### Track usage over the die, run 1

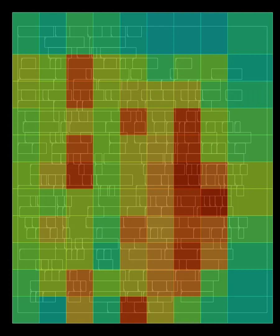
### Cell area per tile, run 1

The die is cut into 7 by 8 equal tiles; white is low, dark blue is high, 0 to 100% covered.
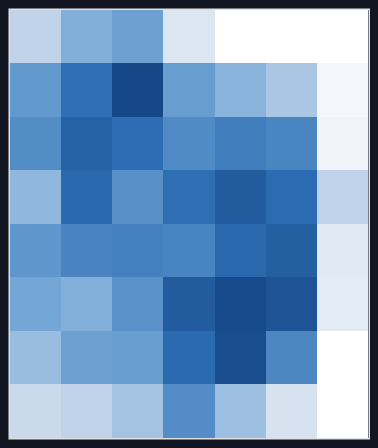
### Logic cells by family, run 1

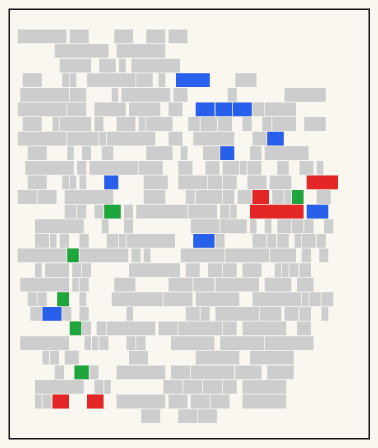
$ cat src/rtl/rr_arbiter_8x3.sv
`default_nettype none
// ============================================================================
// Module   : rr_arbiter_8x3
// Brief    : Round-robin arbiter, 8 requesters, binary + one-hot grant with a
//            bounded hold tenure and a one-cycle timeout pulse.
// Revision : 1.0  initial release
// ============================================================================
module rr_arbiter_8x3 #(
    parameter int HOLD_MAX = 15
) (
    input  logic       clk,
    input  logic       rst_n,
    input  logic [7:0] req,
    input  logic       done,
    output logic       gnt_valid,
    output logic [2:0] gnt_idx,
    output logic [7:0] gnt_onehot,
    output logic       timeout
);

    localparam logic [7:0] c_hold_max = 8'(HOLD_MAX);

    typedef enum logic [0:0] {
        S_IDLE  = 1'b0,
        S_GRANT = 1'b1
    } state_t;

    state_t     r_state;
    logic [2:0] r_last_idx;
    logic [7:0] r_tenure;

    logic [2:0] w_cand;
    logic [2:0] w_winner;
    logic       w_found;
    logic       w_release;
    logic       w_expire;

    // Search begins just past the previous grantee and ends on it, so the
    // previous grantee always has the lowest priority.
    always_comb begin
        w_cand   = '0;
        w_winner = r_last_idx;
        w_found  = 1'b0;
        for (int k = 1; k <= 8; k++) begin
            w_cand = r_last_idx + 3'(k);
            if (!w_found && req[w_cand]) begin
                w_found  = 1'b1;
                w_winner = w_cand;
            end
        end
    end

    assign w_release = done || !req[gnt_idx];
    assign w_expire  = (r_tenure == c_hold_max);

    always_ff @(posedge clk or negedge rst_n) begin
        if (!rst_n) begin
            r_state    <= S_IDLE;
            r_last_idx <= 3'd7;
            r_tenure   <= 8'd0;
            gnt_valid  <= 1'b0;
            gnt_idx    <= 3'd0;
            gnt_onehot <= 8'h00;
            timeout    <= 1'b0;
        end else begin
            timeout <= 1'b0;
            case (r_state)
                S_IDLE: begin
                    if (w_found) begin
                        gnt_valid  <= 1'b1;
                        gnt_idx    <= w_winner;
                        gnt_onehot <= 8'd1 << w_winner;
                        r_tenure   <= 8'd1;
                        r_state    <= S_GRANT;
                    end
                end
                S_GRANT: begin
                    if (w_release || w_expire) begin
                        // A voluntary release wins over a coincident expiry.
                        gnt_valid  <= 1'b0;
                        gnt_onehot <= 8'h00;
                        r_last_idx <= gnt_idx;
                        r_tenure   <= 8'd0;
                        timeout    <= !w_release;
                        r_state    <= S_IDLE;
                    end else begin
                        r_tenure <= r_tenure + 8'd1;
                    end
                end
                default: r_state <= S_IDLE;
            endcase
        end
    end

endmodule
`default_nettype wire

$ cat config.mk
export PLATFORM = sky130hd
export DESIGN_NAME = rr_arbiter_8x3
export DESIGN_NICKNAME = d
export VERILOG_FILES = /design/src/rtl/rr_arbiter_8x3.sv
export SDC_FILE = /design/constraint.sdc
export NUM_CORES = 1
export LEC_CHECK = 0
export ABC_CLOCK_PERIOD_IN_PS = 3500
export CAP_MARGIN = 40
export CELL_PAD_IN_SITES_DETAIL_PLACEMENT = 0
export CELL_PAD_IN_SITES_GLOBAL_PLACEMENT = 1
export CORE_ASPECT_RATIO = 1.2
export CORE_UTILIZATION = 41
export CTS_BUF_LIST = sky130_fd_sc_hd__clkbuf_2
export DETAILED_ROUTE_END_ITERATION = 10
export GPL_TIMING_DRIVEN = 0
export PLACE_DENSITY = 0.83
export SETUP_SLACK_MARGIN = 0.4
export SYNTH_ARGS = -nofsm -noshare
export SYNTH_HDL_FRONTEND = slang
export SYNTH_SLANG_ARGS = --single-unit
export TNS_END_PERCENT = 5
$ cat constraint.sdc
create_clock -name clk -period 3.5 [get_ports clk]
set_input_delay 0.7 -clock clk [delete_from_list [all_inputs] [get_ports clk]]
set_output_delay 0.7 -clock clk [all_outputs]
set_load 0.005 [all_outputs]
==> results.ini, run 1 <==
[flow_run]
tool_warnings=28

[sta]
period_needed_ns=3.13
clock_skew_ns=0.00177
whs_ns=0.524
tns_ns=0
tightestPinTransition_ns=0.642
fin_ws_ns=0.375
drv_slew=0
timing.slew.headroom_pct=56.9
final_hold_viol_count=0
finalSetupViolCount=0

[placed_design]
dp_wirelength_um=3700
port_buffers=23
dp.cells=291
finalWeightedCongestion=0.830
preCtsSetupSlack_ns=-0.126
place_area_um2=2430

[global_route]
grt_pass1_wl_um=8780
overflow_left_after_global_routing=0
via_count_of_the_first_global_routing_pass=1888
number_of_antenna_violations_at_the_first_check_in_global_routing=0

[cells_and_area]
layout.nets=264
post_route_cells_drive_above_1_share_pct=32.9
design_area_um2=2740
combGateArea_um2=1530
syn_to_final_growth_pct=33.0

[synthesis]
yosys.area_share.xor_xnor_pct=2.85
ys_sh_adder_pct=1.82
yosys.cell_count.top_type=dfrtp_1
edf_count=0
netlist_area_um2=2060
synth_warnings=0
topCellsByArea=dfrtp_1 27%, mux4_2 13%, mux2i_1 5.8%
yosys.area.top_type=dfrtp_1
yosys-stat-cells=209
seq_area_frac_synth_pct=30.5
ys_sh_simple_pct=12.6
synth-async-reset-ratio_pct=100

[worst_setup_path]
critPathLaunch=r_last_idx[1]
critical-path-slowest-cell=dfstp_2
critical_path.max_stage_delay_ns=0.60
path_cells=buf_8 > buf_8 > inv_4 > ha_4 > clkbuf_16 > mux2i_4 > mux2i_2 > o221ai_2 > mux2_4 > o211ai_1 > o211ai_1 > o32ai_1
worst-endpoint-arrival_ns=3.39
worstSetupPathType=reg2reg
critical_path_required_ns=3.76
worst_r2r_startpoint=r_last_idx[1]
timing.critical_path.max_delay_family=AND-OR/OR-AND gates
cp-start-kind=flip-flop
crit_path_end_kind=flip-flop

[clocking]
tritoncts_clock_tree=done
clock_latency_ns=0.34
ctsHoldBuffers=0
clkSlewWorstSetupHoldPaths_ns=0.22
root_buffer=clkbuf_2
clkSinkCount=25

[route]
post_drt_via_cell_ratio=6.12
drt_iter0_drc=98
dr.pass1.iters=4
drt_wl_total_um=5310
vias=1879

[hold_path]
timing.hold.worst.start=gnt_valid

[floorplanning]
die_h_um=79.7
fp.dieArea_um2=5320

[run_status]
outcome=finished, final reports clean

-- 'Track usage over the die' (at the start) --
GRT met3 Usage: 2.00%
met2 layer usage reported by global route: 37.0%
most used routing layer in global routing: met2

-- 'Cell area per tile' (at the start) --
densest ninth of the die	centre
fullest tile	91%
tiles over 75% full	23%
emptiest ninth of the die	north-east
mean over tiles	50%
nearly empty tiles	8.9%
core outline area: 4700 um^2
Layout Utilization: 58.4%

-- 'Logic cells by family' (at the start) --
family	colour	cells
XOR/XNOR gates	red	5
AND-OR and OR-AND gates	blue	10
AND and OR gates	green	6

==> run 1: state kept, by name (all words and copies together) (netlist names) <==
name and cells:
r_tenure 8, gnt_valid 1, gnt_idx 3, gnt_onehot 8
timeout 1, r_last_idx 3, r_state 1
==> run 1: cell type report <==
| type | count | area share, % |
|---|---|---|
| plain buffers | 8 | 3.10 |
| repair buffers | 36 | 12.7 |
| flip-flops and latches | 25 | 22.9 |
| multi-input cells | 161 | 55.6 |
| inverters | 15 | 2.28 |
| clock buffers | 4 | 0.730 |
| well taps | 58 | 2.64 |
==> run 1: placed cells by master, fill, tap and decap left out, types with 4 or more instances in the layout <==
master / instances
o32ai_2: 5
clkbuf_2: 4
inv_1: 13
dfrtp_1: 22
mux2i_2: 8
mux2_2: 5
nand2_1: 15
nand2b_1: 5
o211ai_1: 4
clkdlybuf4s50_1: 23
buf_4: 12
o32ai_1: 4
a31oi_1: 4
nor2_1: 8
o21ai_0: 16
mux4_2: 12
a21oi_1: 8
nand3_1: 8
==> run 1: layer usage <==
metal  vias up  routed length, um  global-route usage, %
met4         0                104                   6.81
li1        895                  -                      -
met3        12                213                   2.00
met2        49               2780                   37.0
met5         -                  0                      0
met1       923               2220                   27.1
==> run 1: worst paths after layout <==
kind                                  to  slack [ns]  cells after the start
max                        gnt_onehot[0]        0.37                     12
min                            gnt_valid        0.52                      2
max reg2reg                gnt_onehot[0]        0.37                     12
min reg2reg                    gnt_valid        0.52                      2
max in group asynchronous  r_last_idx[2]        2.35                      2
min in group asynchronous  gnt_onehot[5]        0.63                      1
### Wiring by layer, run 1

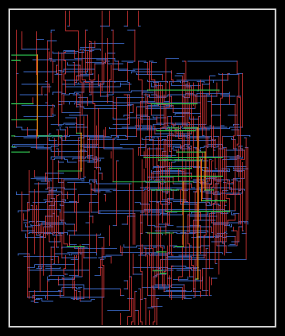

--- run 2 (diff from run 1) ---
MAX_ROUTING_LAYER = met4   (was not set)
### Wiring by layer, run 2

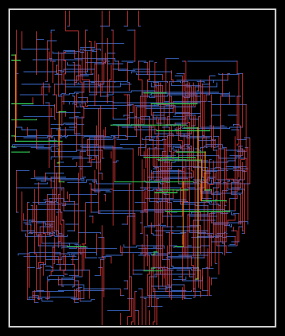
layer	colour	wire length
metal 4	orange	114 um
metal 3	green	189 um
metal 1	blue	2,240 um
metal 2	red	2,780 um

### Met2 routing, run 2

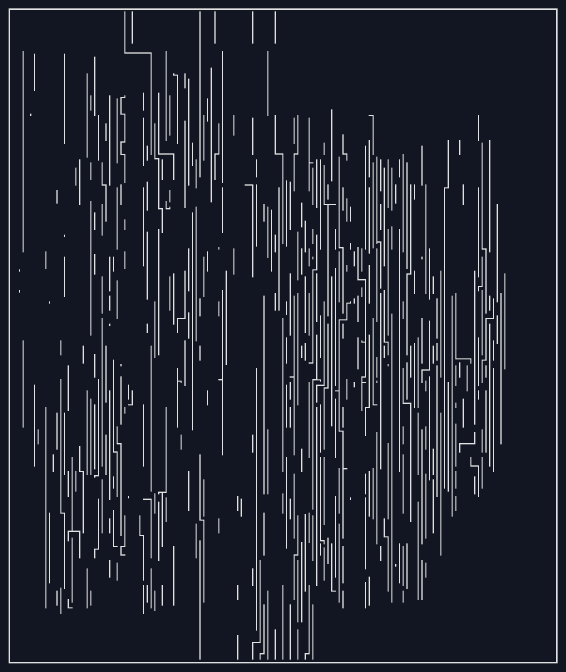
wire length on this layer	2,780 um
nets with wire on the layer	225
met2 layer usage reported by global route: 36.9%
number of vias in the routed layout: 1,892
total length of routed wires: 5320 um

==> results.ini, run 2 <==
[synthesis]
ys_sh_adder_pct=1.82  ; unchanged
yosys.area_share.xor_xnor_pct=2.85  ; unchanged
yosys-stat-cells=209  ; unchanged
synth-async-reset-ratio_pct=100  ; unchanged
edf_count=0  ; unchanged
netlist_area_um2=2060  ; unchanged
topCellsByArea=dfrtp_1 27%, mux4_2 13%, mux2i_1 5.8%  ; unchanged
seq_area_frac_synth_pct=30.5  ; unchanged
yosys.area.top_type=dfrtp_1  ; unchanged

[sta]
final_hold_viol_count=0  ; unchanged
period_needed_ns=3.14  ; was 3.13 ns
timing.slew.headroom_pct=56.3  ; was 56.9%
finalSetupViolCount=0  ; unchanged
whs_ns=0.523  ; was 0.524 ns

[route]
met3_wirelength_um=188  ; was 213 um
drt_iter0_drc=125  ; was 98
detail_route.wirelength.met1_um=2240  ; was 2220 um
post_drt_via_cell_ratio=6.16  ; was 6.12

[worst_setup_path]
worst-endpoint-arrival_ns=3.39  ; about the same
cp-start-kind=flip-flop  ; unchanged
ff2ff_path_depth=12  ; unchanged
critical_path.max_stage_delay_ns=0.60  ; about the same

[flow_run]
tool_warnings=28  ; unchanged

[clocking]
tritoncts_clock_tree=done  ; unchanged
clkSlewWorstSetupHoldPaths_ns=0.23  ; was 0.22 ns
ctsHoldBuffers=0  ; unchanged
root_buffer=clkbuf_2  ; unchanged

[cells_and_area]
layout_top_registers=gnt_onehot x8, r_tenure x8  ; unchanged
layout.nets=264  ; unchanged
final_common_cell=clkdlybuf4s50_1  ; unchanged

[hold_path]
min_to=gnt_valid  ; unchanged
min_delay_path_depth=2  ; unchanged

[global_route]
overflow_left_after_global_routing=0  ; unchanged
grt_most_used_layer=met2  ; unchanged

[floorplanning]
core_area_um2=4700  ; unchanged
die_h_um=79.7  ; unchanged

[placed_design]
finalWeightedCongestion=0.842  ; was 0.830
place_area_um2=2430  ; unchanged
dp_wirelength_um=3700  ; unchanged

[run_status]
outcome=finished, final reports clean  ; unchanged

### Track usage over the die, run 2

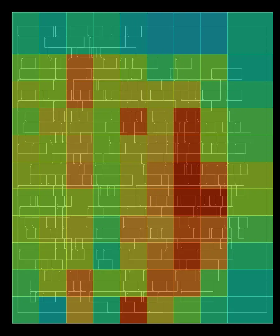
GRT Util Overall: 21.8%
WL/cell: 17.3 um
met1 global-route usage: 27.3%

run 2: cell counts after synthesis:
Identical to the previous run, type by type.
run 2: tightest hold or removal path, cell delays in order, from the launching register on:
cell and delay [ns]:
dfrtp_1 0.40, nand2_1 0.05, nand2_1 0.06
run 2: layout make-up:
| type | count | area, um^2 | share of cell area [%] |
|---|---|---|---|
| inverter | 15 | 62.6 | 2.28 |
| multi-input combinational | 161 | 1530 | 55.6 |
| timing repair buffer | 36 | 348 | 12.7 |
| buffer | 8 | 85.1 | 3.10 |
| tap | 58 | 72.6 | 2.64 |
| sequential | 25 | 629 | 22.9 |
| clock buffer | 4 | 20.0 | 0.730 |
run 2: worst max-delay path by stage:
stage	startpoint	end	slack (ns)	cells after the start
CTS	r_last_idx[1]	gnt_onehot[6]	0.40	12
finish	r_last_idx[1]	gnt_onehot[0]	0.36	12
global route	r_last_idx[1]	gnt_onehot[0]	0.20	12
detailed placement	req[1]	gnt_idx[0]	-0.13	8
floorplan	r_last_idx[1]	gnt_onehot[3]	0.41	12
global placement	req[1]	gnt_idx[0]	-0.09	8
run 2: stage by stage:
step	util [%]	setup TNS (ns)
final	58.4	0
after global routing	58.4	0
after CTS	57.2	0
after detailed placement	51.8	-0.541
after global placement	51.2	-0.335
after floorplan	-	0
run 2: what timing repair did:
item / 4_1_cts / 5_1_grt
setup endpoints to repair: 21 / 19
gates resized: 29 / 11
setup buffers: 11 / 1
pin swaps: 10 / 4
